gates.png
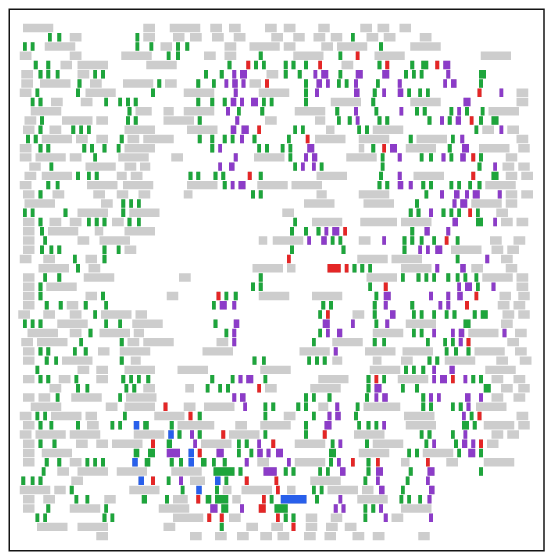
layers.png
Two of the layers only.
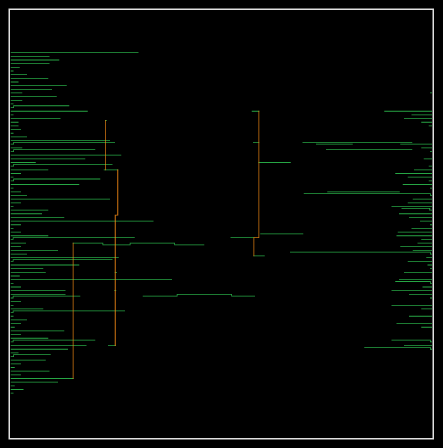
ff_map.png
Scale bar: 50 µm.
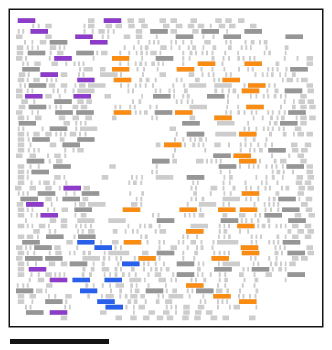
congestion_map.png
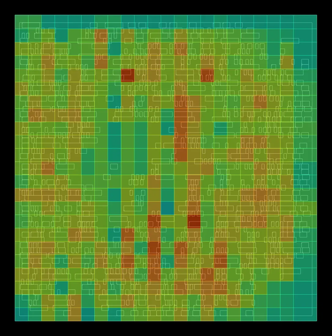
**src/rtl/mem_pkg.sv**
```systemverilog
// Shared types and default sizing for the memory-access pipeline stage.
package mem_pkg;

    typedef enum logic {
        IDLE   = 1'b0,
        ACCESS = 1'b1
    } state_t;

    localparam int DEF_ADDR_W  = 16;
    localparam int DEF_DATA_W  = 32;
    localparam int DEF_TIMEOUT = 255;

endpackage

```
**src/rtl/mem_wb_reg.sv**
```systemverilog
// Write-back output register: valid tracks the load strobe every cycle,
// the payload fields only change when a retiring instruction loads them.
module mem_wb_reg #(
    parameter int DATA_W = 32
) (
    input  logic              clk,
    input  logic              rst,
    input  logic              load,
    input  logic              rf_we_next,
    input  logic [DATA_W-1:0] data_next,
    input  logic              next_pc_next,
    input  logic              err_next,
    output logic              valid,
    output logic              rf_we,
    output logic [DATA_W-1:0] data,
    output logic              next_pc,
    output logic              err
);

    always_ff @(posedge clk or posedge rst) begin
        if (rst) begin
            valid   <= 1'b0;
            rf_we   <= 1'b0;
            data    <= '0;
            next_pc <= 1'b0;
            err     <= 1'b0;
        end else begin
            valid <= load;
            if (load) begin
                rf_we   <= rf_we_next;
                data    <= data_next;
                next_pc <= next_pc_next;
                err     <= err_next;
            end
        end
    end

endmodule

```
**src/rtl/mem_stage.sv**
```systemverilog
// Memory-access pipeline stage: passes ALU results through to write-back and
// runs a req/ack data-memory transaction for loads and stores, with timeout abort.
module mem_stage
    import mem_pkg::*;
#(
    parameter int ADDR_W  = DEF_ADDR_W,
    parameter int DATA_W  = DEF_DATA_W,
    parameter int TIMEOUT = DEF_TIMEOUT
) (
    input  logic              clk,
    input  logic              rst,
    input  logic              MEM_VALID,
    input  logic              MEM_DM_WE,
    input  logic              MEM_RF_D_SEL,
    input  logic              MEM_RF_WE,
    input  logic [DATA_W-1:0] MEM_ALU_RES,
    input  logic [DATA_W-1:0] MEM_muxB,
    input  logic [ADDR_W-1:0] MEM_DM_ADDR,
    input  logic              MEM_NEXT_PC,
    output logic              STALL,
    output logic              dm_req,
    output logic              dm_we,
    output logic [ADDR_W-1:0] dm_addr,
    output logic [DATA_W-1:0] dm_wdata,
    input  logic              dm_ack,
    input  logic [DATA_W-1:0] dm_rdata,
    output logic              WB_VALID,
    output logic              WB_RF_WE,
    output logic [DATA_W-1:0] WB_DATA,
    output logic              WB_NEXT_PC,
    output logic              WB_ERR
);

    localparam int CNT_W = (TIMEOUT > 1) ? $clog2(TIMEOUT) : 1;

    state_t              state;
    state_t              state_next;
    logic [CNT_W-1:0]    count;
    logic                req_we;
    logic [ADDR_W-1:0]   req_addr;
    logic [DATA_W-1:0]   req_wdata;
    logic [DATA_W-1:0]   req_alu;
    logic                mem_op;
    logic                timeout_hit;
    logic                stall_raw;
    logic                wb_load;
    logic                wb_rf_we_next;
    logic [DATA_W-1:0]   wb_data_next;
    logic                wb_err_next;

    // Both store and load flags set is handled as a store.
    assign mem_op      = MEM_VALID & (MEM_DM_WE | MEM_RF_D_SEL);
    assign timeout_hit = (TIMEOUT != 0) && (count == CNT_W'(TIMEOUT - 1)) && !dm_ack;

    always_comb begin
        state_next    = state;
        stall_raw     = 1'b0;
        wb_load       = 1'b0;
        wb_rf_we_next = MEM_RF_WE;
        wb_data_next  = MEM_ALU_RES;
        wb_err_next   = 1'b0;
        case (state)
            IDLE: begin
                if (mem_op) begin
                    stall_raw  = 1'b1;
                    state_next = ACCESS;
                end else if (MEM_VALID) begin
                    wb_load = 1'b1;
                end
            end
            ACCESS: begin
                if (dm_ack) begin
                    state_next   = IDLE;
                    wb_load      = 1'b1;
                    wb_data_next = req_we ? req_alu : dm_rdata;
                end else if (timeout_hit) begin
                    // Aborted instruction keeps the previous write-back data.
                    state_next    = IDLE;
                    wb_load       = 1'b1;
                    wb_err_next   = 1'b1;
                    wb_rf_we_next = 1'b0;
                    wb_data_next  = WB_DATA;
                end else begin
                    stall_raw = 1'b1;
                end
            end
            default: state_next = IDLE;
        endcase
    end

    assign STALL = stall_raw & ~rst;

    always_ff @(posedge clk or posedge rst) begin
        if (rst) begin
            state     <= IDLE;
            count     <= '0;
            req_we    <= 1'b0;
            req_addr  <= '0;
            req_wdata <= '0;
            req_alu   <= '0;
        end else begin
            state <= state_next;
            if (state == IDLE && mem_op) begin
                count     <= '0;
                req_we    <= MEM_DM_WE;
                req_addr  <= MEM_DM_ADDR;
                req_wdata <= MEM_muxB;
                req_alu   <= MEM_ALU_RES;
            end else if (state == ACCESS) begin
                count <= count + 1'b1;
                if (state_next == IDLE) begin
                    req_we <= 1'b0;
                end
            end
        end
    end

    assign dm_req   = (state == ACCESS);
    assign dm_we    = req_we;
    assign dm_addr  = req_addr;
    assign dm_wdata = req_wdata;

    mem_wb_reg #(
        .DATA_W(DATA_W)
    ) u_wb_reg (
        .clk          (clk),
        .rst          (rst),
        .load         (wb_load),
        .rf_we_next   (wb_rf_we_next),
        .data_next    (wb_data_next),
        .next_pc_next (MEM_NEXT_PC),
        .err_next     (wb_err_next),
        .valid        (WB_VALID),
        .rf_we        (WB_RF_WE),
        .data         (WB_DATA),
        .next_pc      (WB_NEXT_PC),
        .err          (WB_ERR)
    );

endmodule

```
**config.mk**
```make
export PLATFORM = sky130hd
export DESIGN_NAME = mem_stage
export DESIGN_NICKNAME = d
export VERILOG_FILES = /design/src/rtl/mem_pkg.sv /design/src/rtl/mem_wb_reg.sv /design/src/rtl/mem_stage.sv
export SDC_FILE = /design/constraint.sdc
export NUM_CORES = 1
export LEC_CHECK = 0
export ABC_AREA = 1
export CAP_MARGIN = 20
export CELL_PAD_IN_SITES_DETAIL_PLACEMENT = 1
export CELL_PAD_IN_SITES_GLOBAL_PLACEMENT = 2
export CORE_AREA = 2 2 155 157
export DETAILED_ROUTE_END_ITERATION = 16
export DIE_AREA = 0 0 157 159
export PLACE_DENSITY = 0.83
export REMOVE_ABC_BUFFERS = 1
export SETUP_SLACK_MARGIN = 0.4
export SYNTH_ARGS = -nofsm -noshare
export SYNTH_HDL_FRONTEND = slang
export SYNTH_HIERARCHICAL = 1
export SYNTH_SLANG_ARGS = --single-unit
```
**constraint.sdc**
```tcl
create_clock -name clk -period 4.5 [get_ports clk]
set_input_delay 0.9 -clock clk [delete_from_list [all_inputs] [get_ports clk]]
set_output_delay 0.9 -clock clk [all_outputs]
set_load 0.05 [all_outputs]
```
==> flow_summary_export.csv <==
group,metric,value,unit
run_status,outcome,"complete, no violations",
cts,cts_resized,0,
finish,layout_top_cells,"nand2_1, clkdlybuf4s50_1, dfrtp_1",
routing,viasPerCell,4.26,
finish,final_area,9090,µm²
routing,dr.pass1.iters,4,
global_route,antenna_found_initial,1,
setup_path,critical_path_class,"input pin to output port",
logic_synthesis,syn-instance-count,841,
routing,vias,5821,
timing,period_needed,3680,ps
min_path,hp-class,"register to register",
global_route,overflow,0,
cts,cts_tree,"done",
finish,post_route_cells_drive_above_1_share,0.0906,
floorplan,design.core.area,23200,µm²
finish,fin_cells,1368,
power,power_leakage,4.53,nW
logic_synthesis,synth_seq_share,0.508,
power,ir_worst_vdd,246,µV
cts,cts_buffer_depth,2,
timing,maxSlewHeadroom,0.346,
floorplan,die_h,159,µm
logic_synthesis,top_cell_area_share,0.508,
setup_path,cp-start-kind,"input pin",
placed_design,dp_cells,1335,
timing,rsz0062_at_grt,"false",
timing,clock_skew,18.5,ps
routing,antenna_left,0,
global_route,grt_pass1_vias,6129,
floorplan,initial_core_util,0.267,
setup_path,worstPathMaxFanout,3,
power,powerDensity,598,nW/µm²
floorplan,die_area,25000,µm²
timing,setup_violations,0,
setup_path,cp_data_required_time,3600,ps
routing,drcViolationCount,0,
logic_synthesis,synth-seq-cells,126,
floorplan,ios,207,
logic_synthesis,synth.avg_cell_area,7.38,µm²
finish,lay_top_count,"nand2_1",
logic_synthesis,topCellsByArea,"dfrtp_1, nand2_1, nor2_1, nor2_2, inv_1",
cts,cts.sinks,126,
cts,insertion_delay,420,ps
floorplan,chipWidth,157,µm
timing,slew_viol_final,0,
setup_path,slowest_delay,800,ps
timing,worst_slew_pin_slew,982,ps
setup_path,end_kind,"output port",
finish,layout.nets,1157,
floorplan,rows,56,
finish,fillers,2873,
job,warnings,26,
routing,drt_iter0_markers,147,
timing,fmax,0.272,GHz
logic_synthesis,yosys_area,6200,µm²
placed_design,port_buffers,206,
setup_path,cpMostUsedCell,"nand2_1",
timing,hold_viol_final,0,
cts,clockRootBuffer,"clkbuf_16",
logic_synthesis,ys_cells,841,
logic_synthesis,yosysWarnings,6,
cts,post_cts.repair.setup_buffers,0,
timing,setup-tns-final,0,ps
job,cap_violations,0,
logic_synthesis,yosysUniqueCellTypes,21,
global_route,grt_pass1_wl,33.3,mm
cts,cts_buffers,17,
cts,clk_pin_slew,60,ps
cts,htreeDepth,4,
logic_synthesis,netlist_area,6200,µm²
timing,fin_crit_sh,0.817,
global_route,grt_max_degree,86,
placed_design,gp_congestion,0.702,
setup_path,slowest_stage,"clkdlybuf4s50_1",
setup_path,path_cells,"clkdlybuf4s50_1 > inv_1 > nand2_1 > nand2_1 > nand2_1 > nand2_1 > nor2_1 > clkdlybuf4s50_1",
placed_design,hpwl,13.5,mm
cts,holdBufCountCts,0,
placed_design,placed_area,8470,µm²
finish,syn2layout_area_growth,46.6,%
logic_synthesis,largest_area_cell,"dfrtp_1",
setup_path,arrival,2780,ps
About gates.png:
colour	family	cells
purple	nor cells	169
green	nand cells	442
red	inv cells	52
blue	aoi and oai cells	9

About layers.png:
colour	layer	wire length
green	M3	2,110 µm
orange	M4	190 µm
GRT Util Overall: 0.172
Routed Wire Length: 21.0 mm

About ff_map.png:
colour	name in the netlist	sequential cells
purple	dm_addr	16
orange	req_alu	32
blue	count	8
not coloured	70

About congestion_map.png:
final core utilization: 0.392
Top Usage Layer GRT: met2
drt wl/cell: 15.3 µm
met1 usage: 0.206

-- synthesized netlist by cell type (all sizes together) --
cell type	n
nand3	8
buf	38
nor3	32
nand2	434
o31ai	1
dfrtp	126
clkbuf	3
inv	52
nor2	137
o21ai	8
ha	2
-- state kept, by name (all words and copies together), names as in the netlist --
signal,flops
u_wb_reg/err,1
dm_req,1
u_wb_reg/rf_we,1
dm_wdata,32
dm_addr,16
dm_we,1
u_wb_reg/valid,1
u_wb_reg/data,32
count,8
u_wb_reg/next_pc,1
req_alu,32
-- final timing paths --
path,start,end,slack [ps],cells after the start
min in group asynchronous,rst,dm_wdata[23],1080,2
max in group asynchronous,rst,dm_addr[7],2680,3
hold / removal,dm_wdata[8],dm_wdata[8],470,2
setup / recovery,MEM_DM_WE,STALL,820,8
setup reg to reg,count[0],u_wb_reg/data[14],1930,13
hold reg to reg,dm_wdata[8],dm_wdata[8],470,2
-- stage by stage --
stage / hold slack, ps / worst slack, ps / total power, mW
3_5_place_dp: 466 / 803 / 4.02
4_1_cts: 481 / 803 / 5.54
2_1_floorplan: 450 / 560 / 3.12
6_report: 475 / 825 / 5.44
5_1_grt: 500 / 671 / 5.77
3_3_place_gp: 460 / 859 / 3.98
-- area by class of cell --
cell class	count	area (µm²)	area share
inverters	52	205	0.0226
diodes	1	2.50	0.000275
clock buffers	18	439	0.0483
clock inverters	14	181	0.0199
flip-flops and latches	126	3150	0.347
repair buffers	216	2140	0.235
multi-input cells	622	2580	0.283
well taps	319	399	0.0439
-- routing by layer --
| layer | up-vias | track usage | wire, µm |
|---|---|---|---|
| met2 | 170 | 0.287 | 9760 |
| met5 | - | 0 | 0 |
| met3 | 13 | 0.0686 | 2110 |
| met1 | 2739 | 0.206 | 8900 |
| met4 | 0 | 0.0450 | 190 |
| li1 | 2899 | - | - |
-- worst max-delay path, delay by kind of cell --
kind | cells | cell delay [ps]
simple gates | 5 | 550
buf+inv | 3 | 1310
-- cells by family after synthesis --
logic type	count (synthesis)	share of synthesized area
adders and majority gates	2	0.00403
and+or+nand+nor	611	0.401
buffers and inverters	93	0.0793
DFF	126	0.508
AOI/OAI and AO/OA	9	0.00767
-- where the power goes --
group / switching [mW] / leakage, nW / internal (mW)
registers: 0.240 / 1.57 / 1.47
clock network: 0.573 / 0.302 / 0.898
logic: 1.52 / 2.65 / 0.739
total: 2.33 / 4.53 / 3.11
Power and IR drop assume default switching activity.
